### Signal wires on met2, run 1

The bar under the picture is 50 µm long.
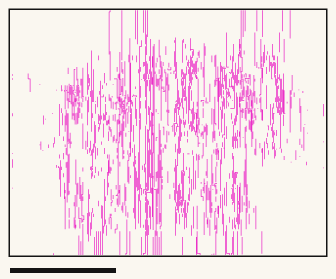
### Clock wiring as the flow saved it, run 1

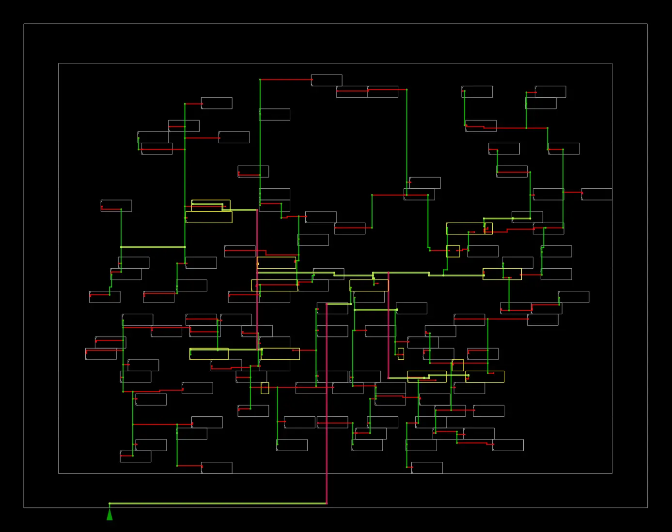
### M3 wires, run 1

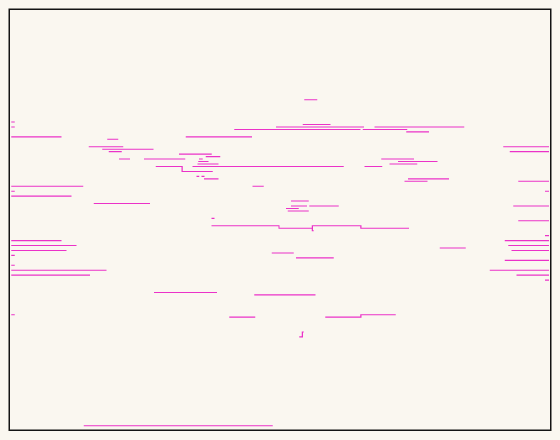
### Routed metal, one colour a layer, run 1

The bar under the picture is 50 µm long. Only two layers are drawn.
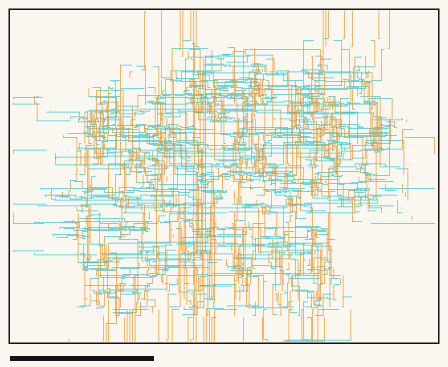
===== src/rtl/imem_loader_if.sv =====
// Stream-in / imem-write / status bundle for the instruction memory loader.
// The loader uses the slave side; the stream source uses the master side.
interface imem_loader_if #(
   parameter int unsigned ADDR_W = 8
);
   logic              in_valid;
   logic [7:0]        in_data;
   logic              in_ready;
   logic              restart;
   logic              imem_we;
   logic [ADDR_W-1:0] imem_addr;
   logic [31:0]       imem_wdata;
   logic              core_rst;
   logic              done;
   logic              err;
   logic [15:0]       word_cnt;

   modport master (
      output in_valid, in_data, restart,
      input  in_ready, imem_we, imem_addr, imem_wdata, core_rst, done, err, word_cnt
   );

   modport slave (
      input  in_valid, in_data, restart,
      output in_ready, imem_we, imem_addr, imem_wdata, core_rst, done, err, word_cnt
   );
endinterface


===== src/rtl/imem_loader.sv =====
// Byte-stream program loader: takes a 16-bit word-count header and little-endian
// words, writes them to instruction memory, holding the core in reset until done.
module imem_loader #(
   parameter int unsigned ADDR_W = 8
) (
   input  logic         clk,
   input  logic         rst,
   imem_loader_if.slave lif
);

   localparam logic [2:0] S_LEN0  = 3'd0;
   localparam logic [2:0] S_LEN1  = 3'd1;
   localparam logic [2:0] S_LOAD  = 3'd2;
   localparam logic [2:0] S_DRAIN = 3'd3;
   localparam logic [2:0] S_RUN   = 3'd4;
   localparam logic [2:0] S_ERROR = 3'd5;

   localparam logic [16:0] DEPTH = 17'(1) << ADDR_W;

   logic [2:0]        state_q, state_d;
   logic [15:0]       n_q, n_d;
   logic [1:0]        byte_idx_q, byte_idx_d;
   logic [23:0]       asm_q, asm_d;
   logic              we_q, we_d;
   logic [ADDR_W-1:0] addr_q, addr_d;
   logic [31:0]       wdata_q, wdata_d;
   logic [15:0]       word_cnt_q, word_cnt_d;
   logic [15:0]       n_full;
   logic              in_ready;
   logic              accept;

   assign in_ready = ((state_q == S_LEN0) || (state_q == S_LEN1) || (state_q == S_LOAD))
                     && !lif.restart;
   assign accept   = lif.in_valid && in_ready;

   always_comb begin
      state_d    = state_q;
      n_d        = n_q;
      byte_idx_d = byte_idx_q;
      asm_d      = asm_q;
      we_d       = 1'b0;
      addr_d     = addr_q;
      wdata_d    = wdata_q;
      word_cnt_d = word_cnt_q;
      n_full     = {lif.in_data, n_q[7:0]};

      if (lif.restart) begin
         state_d    = S_LEN0;
         byte_idx_d = '0;
         word_cnt_d = '0;
      end else begin
         case (state_q)
            S_LEN0: begin
               if (accept) begin
                  n_d[7:0] = lif.in_data;
                  state_d  = S_LEN1;
               end
            end
            S_LEN1: begin
               if (accept) begin
                  n_d        = n_full;
                  byte_idx_d = '0;
                  if (n_full == '0)
                     state_d = S_RUN;
                  else if ({1'b0, n_full} > DEPTH)
                     state_d = S_ERROR;
                  else
                     state_d = S_LOAD;
               end
            end
            S_LOAD: begin
               if (accept) begin
                  if (byte_idx_q == 2'd3) begin
                     // Last byte goes straight into the write data; count advances with the strobe.
                     we_d       = 1'b1;
                     wdata_d    = {lif.in_data, asm_q};
                     addr_d     = word_cnt_q[ADDR_W-1:0];
                     word_cnt_d = word_cnt_q + 16'd1;
                     byte_idx_d = '0;
                     state_d    = (word_cnt_q == n_q - 16'd1) ? S_DRAIN : S_LOAD;
                  end else begin
                     case (byte_idx_q)
                        2'd0:    asm_d[7:0]   = lif.in_data;
                        2'd1:    asm_d[15:8]  = lif.in_data;
                        default: asm_d[23:16] = lif.in_data;
                     endcase
                     byte_idx_d = byte_idx_q + 2'd1;
                  end
               end
            end
            S_DRAIN: state_d = S_RUN;
            S_RUN:   state_d = S_RUN;
            S_ERROR: state_d = S_ERROR;
            default: state_d = S_LEN0;
         endcase
      end
   end

   always_ff @(posedge clk) begin
      if (!rst) begin
         state_q    <= S_LEN0;
         n_q        <= '0;
         byte_idx_q <= '0;
         asm_q      <= '0;
         we_q       <= 1'b0;
         addr_q     <= '0;
         wdata_q    <= '0;
         word_cnt_q <= '0;
      end else begin
         state_q    <= state_d;
         n_q        <= n_d;
         byte_idx_q <= byte_idx_d;
         asm_q      <= asm_d;
         we_q       <= we_d;
         addr_q     <= addr_d;
         wdata_q    <= wdata_d;
         word_cnt_q <= word_cnt_d;
      end
   end

   assign lif.in_ready   = in_ready;
   assign lif.imem_we    = we_q;
   assign lif.imem_addr  = addr_q;
   assign lif.imem_wdata = wdata_q;
   assign lif.core_rst   = (state_q != S_RUN);
   assign lif.done       = (state_q == S_RUN);
   assign lif.err        = (state_q == S_ERROR);
   assign lif.word_cnt   = word_cnt_q;

endmodule


===== src/flat_wrapper.sv =====
// flat-port wrapper written by rule: the top's interface ports become plain ports
module imem_loader_flat 
#(
   parameter int unsigned ADDR_W = 8
)
  (clk, rst, lif_in_valid, lif_in_data, lif_restart, lif_in_ready, lif_imem_we, lif_imem_addr, lif_imem_wdata, lif_core_rst, lif_done, lif_err, lif_word_cnt);
  imem_loader_if #(.ADDR_W(ADDR_W)) lif_i ();
  input  logic clk;
  input  logic rst;
  input wire logic [$bits(lif_i.in_valid)-1:0] lif_in_valid;
  input wire logic [$bits(lif_i.in_data)-1:0] lif_in_data;
  input wire logic [$bits(lif_i.restart)-1:0] lif_restart;
  output wire logic [$bits(lif_i.in_ready)-1:0] lif_in_ready;
  output wire logic [$bits(lif_i.imem_we)-1:0] lif_imem_we;
  output wire logic [$bits(lif_i.imem_addr)-1:0] lif_imem_addr;
  output wire logic [$bits(lif_i.imem_wdata)-1:0] lif_imem_wdata;
  output wire logic [$bits(lif_i.core_rst)-1:0] lif_core_rst;
  output wire logic [$bits(lif_i.done)-1:0] lif_done;
  output wire logic [$bits(lif_i.err)-1:0] lif_err;
  output wire logic [$bits(lif_i.word_cnt)-1:0] lif_word_cnt;
  assign lif_i.in_valid = lif_in_valid;
  assign lif_i.in_data = lif_in_data;
  assign lif_i.restart = lif_restart;
  assign lif_in_ready = lif_i.in_ready;
  assign lif_imem_we = lif_i.imem_we;
  assign lif_imem_addr = lif_i.imem_addr;
  assign lif_imem_wdata = lif_i.imem_wdata;
  assign lif_core_rst = lif_i.core_rst;
  assign lif_done = lif_i.done;
  assign lif_err = lif_i.err;
  assign lif_word_cnt = lif_i.word_cnt;
  imem_loader #(.ADDR_W(ADDR_W)) u_core (.clk(clk), .rst(rst), .lif(lif_i));
endmodule

===== config.mk =====
export PLATFORM = sky130hd
export DESIGN_NAME = imem_loader_flat
export DESIGN_NICKNAME = d
export VERILOG_FILES = /design/src/rtl/imem_loader_if.sv /design/src/rtl/imem_loader.sv /design/src/flat_wrapper.sv
export SDC_FILE = /design/constraint.sdc
export NUM_CORES = 1
export LEC_CHECK = 0
export ABC_AREA = 1
export CORE_ASPECT_RATIO = 0.75
export CORE_MARGIN = 8
export CORE_UTILIZATION = 35
export CTS_CLUSTER_SIZE = 30
export DETAILED_ROUTE_END_ITERATION = 6
export PLACE_DENSITY = 0.58
export SLEW_MARGIN = 15
export SYNTH_ARGS = -nofsm -noshare
export SYNTH_HDL_FRONTEND = slang
export SYNTH_SLANG_ARGS = --single-unit

===== constraint.sdc =====
create_clock -name clk -period 3.35 [get_ports clk]
set_input_delay 0.335 -clock clk [delete_from_list [all_inputs] [get_ports clk]]
set_output_delay 0.335 -clock clk [all_outputs]
set_load 0.1 [all_outputs]

==> out/metrics.yaml, run 1 <==
synthesis:
  yosys.area.top_type: "dfxtp_1"
  fp_nets: 668
  topCellsByArea: "dfxtp_1 44%, o21ai_0 9.0%, nor2_1 8.7%"
  yosysWarnings: 0
  enable_flop_cells: 0
  flop_cell: "dfxtp_1"
  synth_area_per_cell_um2: 7.11
  yosysTopAreaCellShare: 0.442
  ys.flops: 102
  top_cell: "nor2_1"
  synth_xor_xnor_area_share: 0.0246
  ys_sh_mux: 0
  ys_area_um2: 4620
  netlist_instances: 650
  ys_seq_share: 0.442
  synthTopLogicFamily: "simple AND/OR/NAND/NOR gates"
  synthSimpleGateAreaFrac: 0.258
  syn-cell-area_um2: 4620
  adder_share: 0.0162
  aoi_share: 0.173
  yosysUniqueCellTypes: 33
  synth-async-reset-ratio: 0
  ys_cells: 650
final_timing:
  worst-slew-pin-transition_ns: 0.994
  timing.slew.headroom: 0.335
  fin_crit_sh: 0.719
  finalSetupViolCount: 0
  final.setup_skew_ns: 0.00531
  fin_crit_ns: 2.41
  setup_slack_ns: 0.943
  fmaxAchievable_mhz: 415
  final_hold_viol_count: 0
  slew_viol_final: 0
  tns_ns: 0
  rsz0062_at_grt: "no"
  holdWs_ns: 0.383
min_path:
  min_to: "u_core.lif.imem_addr[0]"
  holdPathStages: 3
  min_from: "rst"
  min-delay-path-class: "input port to register"
power_and_ir_drop:
  p_switching_w: 0.000618
  power_frac_clock: 0.439
  leakagePower_nw: 2.32
  combPwrFrac: 0.081
  p_seq_frac: 0.480
  ir_worst_vdd_mv: 0.288
  intPower_w: 0.00194
  power.share.switching: 0.241
  powerDensity_nw_per_um2: 442
  total_power_w: 0.00256
placed_design:
  post-place-ws_ns: 1.08
  io_buffers: 72
  gp_congestion: 0.855
  hpwl_um: 9600
  place_inst: 874
drt:
  wl_met3_um: 809
  dr_wl_met2_um: 5810
  drc: 0
  wl_met1_um: 6260
  drtIter0Drc: 240
  highest_layer: "met4"
  ant_nets: 0
  viasPerCell: 4.92
setup_path:
  endpoint: "lif_word_cnt[5]"
  critPathSlowestCell: "clkdlybuf4s50_1"
  timing.rr.end: "u_core.state_q[0]"
  startpoint_type: "register"
  path_max_fanout: 7
  critPathCaptureType: "output port"
  path_class: "register to output port"
  r2r_start: "u_core.n_q[0]"
  r2r_cells: 12
  critPathBufInv: 1
  path_depth: 1
  crit_family: "buffers and inverters"
  max_stage_delay_ns: 1.20
  worst_ep_required_time_ns: 3.01
  arrival_ns: 2.07
global_routing:
  grt_overflow_total: 0
  grt_pass1_vias: 4263
  grt_util_met1: 0.208
  grt_pass1_wl_um: 21600
  antenna_found_initial: 0
  grt_max_degree: 76
  grt_use_met2: 0.247
  top_usage_layer: "met2"
die:
  die_x_um: 149
  core_area_um2: 12900
  die_h_um: 116
  fp_util: 0.357
  rows: 36
  boundaryPins: 73
layout:
  post-route-util: 0.448
  stdcell_count: 890
  fin_area_um2: 5790
  syn2layout_area_growth_pct: 25.2
  diodes: 0
  layout.cells.most_common: "nor2_1"
  drive_gt1_frac: 0.0695
  largest_reg_flops: 32
  nets: 732
  layout_top_cells: "107 x nor2_1, 102 x nand2_1, 102 x dfxtp_1"
job:
  warnings: 29
  maxCapViolations: 0
clock_tree:
  cts_buffer_depth: 2
  ctsResizeCount: 0
  tritoncts: "built"
  clk_pin_slew_worst_paths_ns: 0.07
  clkLatencyLatePin_ns: 0.34
  cts_htree_levels: 3
  cts_root_buf: "clkbuf_16"
  hold_buffers: 0
  post-cts-setup-buffer-count: 0
outcome:
  status: "finished, final reports clean"
Notes on 'Signal wires on met2' above:
main direction: vertical
share of all routed wire: 45%
wire length on this layer: 5,810 µm
nets with wire on the layer: 580
longest straight run: 67.3 µm
Post-Route WL: 13,000 µm
routed vias: 4,381

Notes on 'Clock wiring as the flow saved it' above:
clk pwr: 0.00112 W
total CTS buffers: 9
clk sink count: 102
Clock Buffer Count: 10

Notes on 'M3 wires' above:
longest straight run: 51.8 µm
share of all routed wire: 6.2%
wire length on this layer: 809 µm
main direction: horizontal
grt met3 use: 0.0386

Notes on 'Routed metal, one colour a layer' above:
| layer | colour | wire length |
|---|---|---|
| met1 | cyan | 6,260 µm |
| met2 | orange | 5,810 µm |
DR WL/cell: 14.6 µm
total track usage: 0.156

-- run 1: power by group through the flow --
stage	logic (W)	clock network, W	registers (W)
2_1_floorplan	0.000143	0	0.00125
3_3_place_gp	0.000202	0	0.00126
3_5_place_dp	0.000204	0	0.00126
4_1_cts	0.000205	0.00115	0.00123
5_1_grt	0.000236	0.00120	0.00123
6_report	0.000207	0.00112	0.00123
-- run 1: area by class of cell --
cell class,instances,area [µm²]
Clock inverter,6,86.3
Clock buffer,10,229
Tap cell,171,214
Multi-Input combinational cell,447,2180
Sequential cell,102,2040
Timing Repair Buffer,76,743
Inverter,78,293
Fill cell,1298,7140
==> inputs of run 2 (changes only) <==
Settings changed: PLACE_DENSITY 0.58 to 0.6.
Clock period 3.35 ns to 2.1 ns, I/O delays scaled along.
### Clock wiring as the flow saved it, run 2

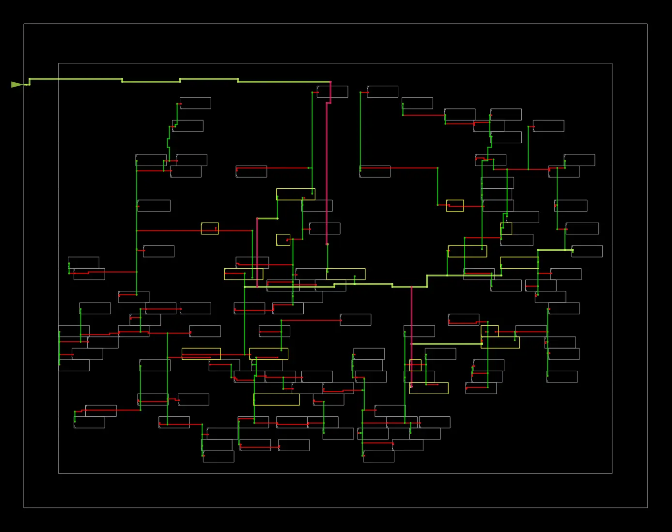
Late-Pin Clk Latency: 0.34 ns
flop count: 102
Layout Skew: 0.0118 ns
Clock Buffer Count: 9
clk pwr: 0.00176 W

==> out/metrics.yaml, run 2 <==
placed_design:
  io_buffers: 72  # unchanged
  gp_congestion: 0.931  # +8.8%
  place_inst: 887  # +1.5%
  hpwl_um: 9980  # +3.9%
final_timing:
  setup_slack_ns: 0.206  # -0.737 ns
  final_hold_viol_count: 0  # unchanged
  slew_viol_final: 0  # unchanged
  holdWs_ns: 0.227  # -0.156 ns
  finalSetupViolCount: 0  # unchanged
  fmaxAchievable_mhz: 528
  fin_crit_sh: 0.902
  timing.slew.headroom: 0.735  # +0.400
  rsz0062_at_grt: "no"
  worst-slew-pin-transition_ns: 0.396  # -0.597 ns
  fin_crit_ns: 1.89
power_and_ir_drop:
  pg_comb_w: 0.000360  # +74%
  p_seq_frac: 0.481  # about the same
  pwr.group.sequential_w: 0.00196  # +59%
  leakagePower_nw: 2.52  # +8.3%
  p_switching_w: 0.00105  # +71%
  power_frac_clock: 0.431  # -0.008
  total_power_w: 0.00408  # +59%
  powerDensity_nw_per_um2: 698  # +58%
  ir_worst_vdd_mv: 0.447  # +55%
  combPwrFrac: 0.088  # +0.007
  intPower_w: 0.00303  # +56%
  power.share.switching: 0.258  # +0.0169
drt:
  ant_nets: 0  # unchanged
  routed_wirelength_um: 13300  # +2.7%
  num_vias: 4483  # +2.3%
  drc: 0  # unchanged
  drtIter0Drc: 357  # +49%
  viasPerCell: 4.96  # +0.86%
layout:
  largest_reg_flops: 32  # unchanged
  sh_seq_area: 0.351  # -0.00191
  largest_class: "combinational gates"
  stdcell_count: 903  # +1.5%
  buf_share: 0.129  # +0.000393
  post-route-util: 0.452  # +0.00465
  buffers: 89  # +17%
  nets: 745  # +1.8%
  n_all_inverters: 78  # unchanged
  comb_area_frac: 0.380  # +0.00341
  diodes: 0  # unchanged
  syn2layout_area_growth_pct: 26.5
  drive_gt1_frac: 0.179  # +0.109
  logic_area_um2: 2220  # +2.0%
  clkCellAreaFrac: 0.0535  # -0.000988
setup_path:
  timing.rr.end: "u_core.lif.word_cnt[8]"
  startpoint_type: "register"
  path_max_fanout: 11  # +4
  worst_ep_required_time_ns: 2.34  # -0.67 ns
  path_common_cell: "nor2_4"
  critPathCaptureType: "register"
  max_stage_delay_ns: 0.37  # -0.83 ns
  critPathSlowestCell: "dfxtp_2"
  path_class: "register to register"
  r2r_start: "u_core.state_q[2]"
  arrival_ns: 2.14  # +0.07 ns
  critPathBufInv: 0  # -1
synthesis:
  top_cell: "nor2_1"
  adder_share: 0.0162  # unchanged
  ys_sh_mux: 0  # unchanged
  aoi_share: 0.173  # unchanged
  syn-cell-area_um2: 4620  # unchanged
  ys_cells: 650  # unchanged
  ys_seq_share: 0.442  # unchanged
  synth-async-reset-ratio: 0  # unchanged
  yosys.area.top_type: "dfxtp_1"
  flop_cell: "dfxtp_1"
  synthTopLogicFamily: "simple AND/OR/NAND/NOR gates"
  fp_nets: 668  # unchanged
  enable_flop_cells: 0  # unchanged
  synthSimpleGateAreaFrac: 0.258  # unchanged
  yosysUniqueCellTypes: 33  # unchanged
  synth_area_per_cell_um2: 7.11  # unchanged
  netlist_instances: 650  # unchanged
  topCellsByArea: "dfxtp_1 44%, o21ai_0 9.0%, nor2_1 8.7%"
  ys_area_um2: 4620  # unchanged
  yosysWarnings: 0  # unchanged
  ys.flops: 102  # unchanged
global_routing:
  grt_max_degree: 52  # -32%
  grt_pass1_vias: 4224  # -0.91%
  grt_pass1_wl_um: 21300  # -1.5%
  antenna_found_initial: 0  # unchanged
  gr-usage-all-layers: 0.154  # -0.00190
  grt_overflow_total: 0  # unchanged
clock_tree:
  post-cts-setup-buffer-count: 0  # unchanged
  clk_pin_slew_worst_paths_ns: 0.08  # about the same
  cts_buffers: 9  # unchanged
  cts_root_buf: "clkbuf_16"
  ctsResizeCount: 0  # unchanged
  cts_htree_levels: 3  # unchanged
  cts_buffer_depth: 2  # unchanged
  hold_buffers: 0  # unchanged
  clock-sinks: 102  # unchanged
  tritoncts: "built"
job:
  maxCapViolations: 0  # unchanged
  warnings: 30  # +3.4%
min_path:
  min_to: "u_core.lif.imem_addr[0]"
  min_from: "rst"
  holdPathStages: 3  # unchanged
die:
  boundaryPins: 73  # unchanged
  die_h_um: 116  # unchanged
  fp_util: 0.357  # unchanged
  dieArea_um2: 17200
outcome:
  status: "finished, final reports clean"
### Routed metal, one colour a layer, run 2

The bar under the picture is 50 µm long. Only two layers are drawn.
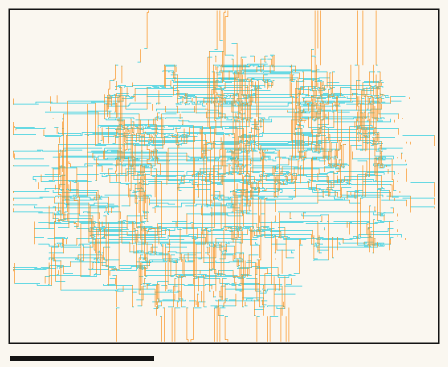
| layer | colour | wire length |
|---|---|---|
| met2 | orange | 5,470 µm |
| met1 | cyan | 6,690 µm |

-- run 2: worst max-delay path by stage --
stage               cells past startpoint         startpoint                     end  slack [ns]
finish                                 10  u_core.state_q[2]  u_core.lif.word_cnt[8]        0.21
global route                           12      u_core.n_q[0]       u_core.state_q[0]        0.06
CTS                                    12      u_core.n_q[0]       u_core.state_q[0]        0.19
detailed placement                      9        lif_restart  u_core.lif.word_cnt[8]        0.05
global placement                        9        lif_restart  u_core.lif.word_cnt[8]        0.11
floorplan                              10  u_core.state_q[2]  u_core.lif.word_cnt[8]       -0.05
-- run 2: per-layer routing --
layer	routed length (µm)	track usage	vias to the layer above
met1	6690	0.217	2054
met5	0	0	-
li1	-	-	2258
met3	974	0.0449	16
met4	205	0.0420	0
met2	5470	0.224	155
Power and IR drop assume default switching activity.
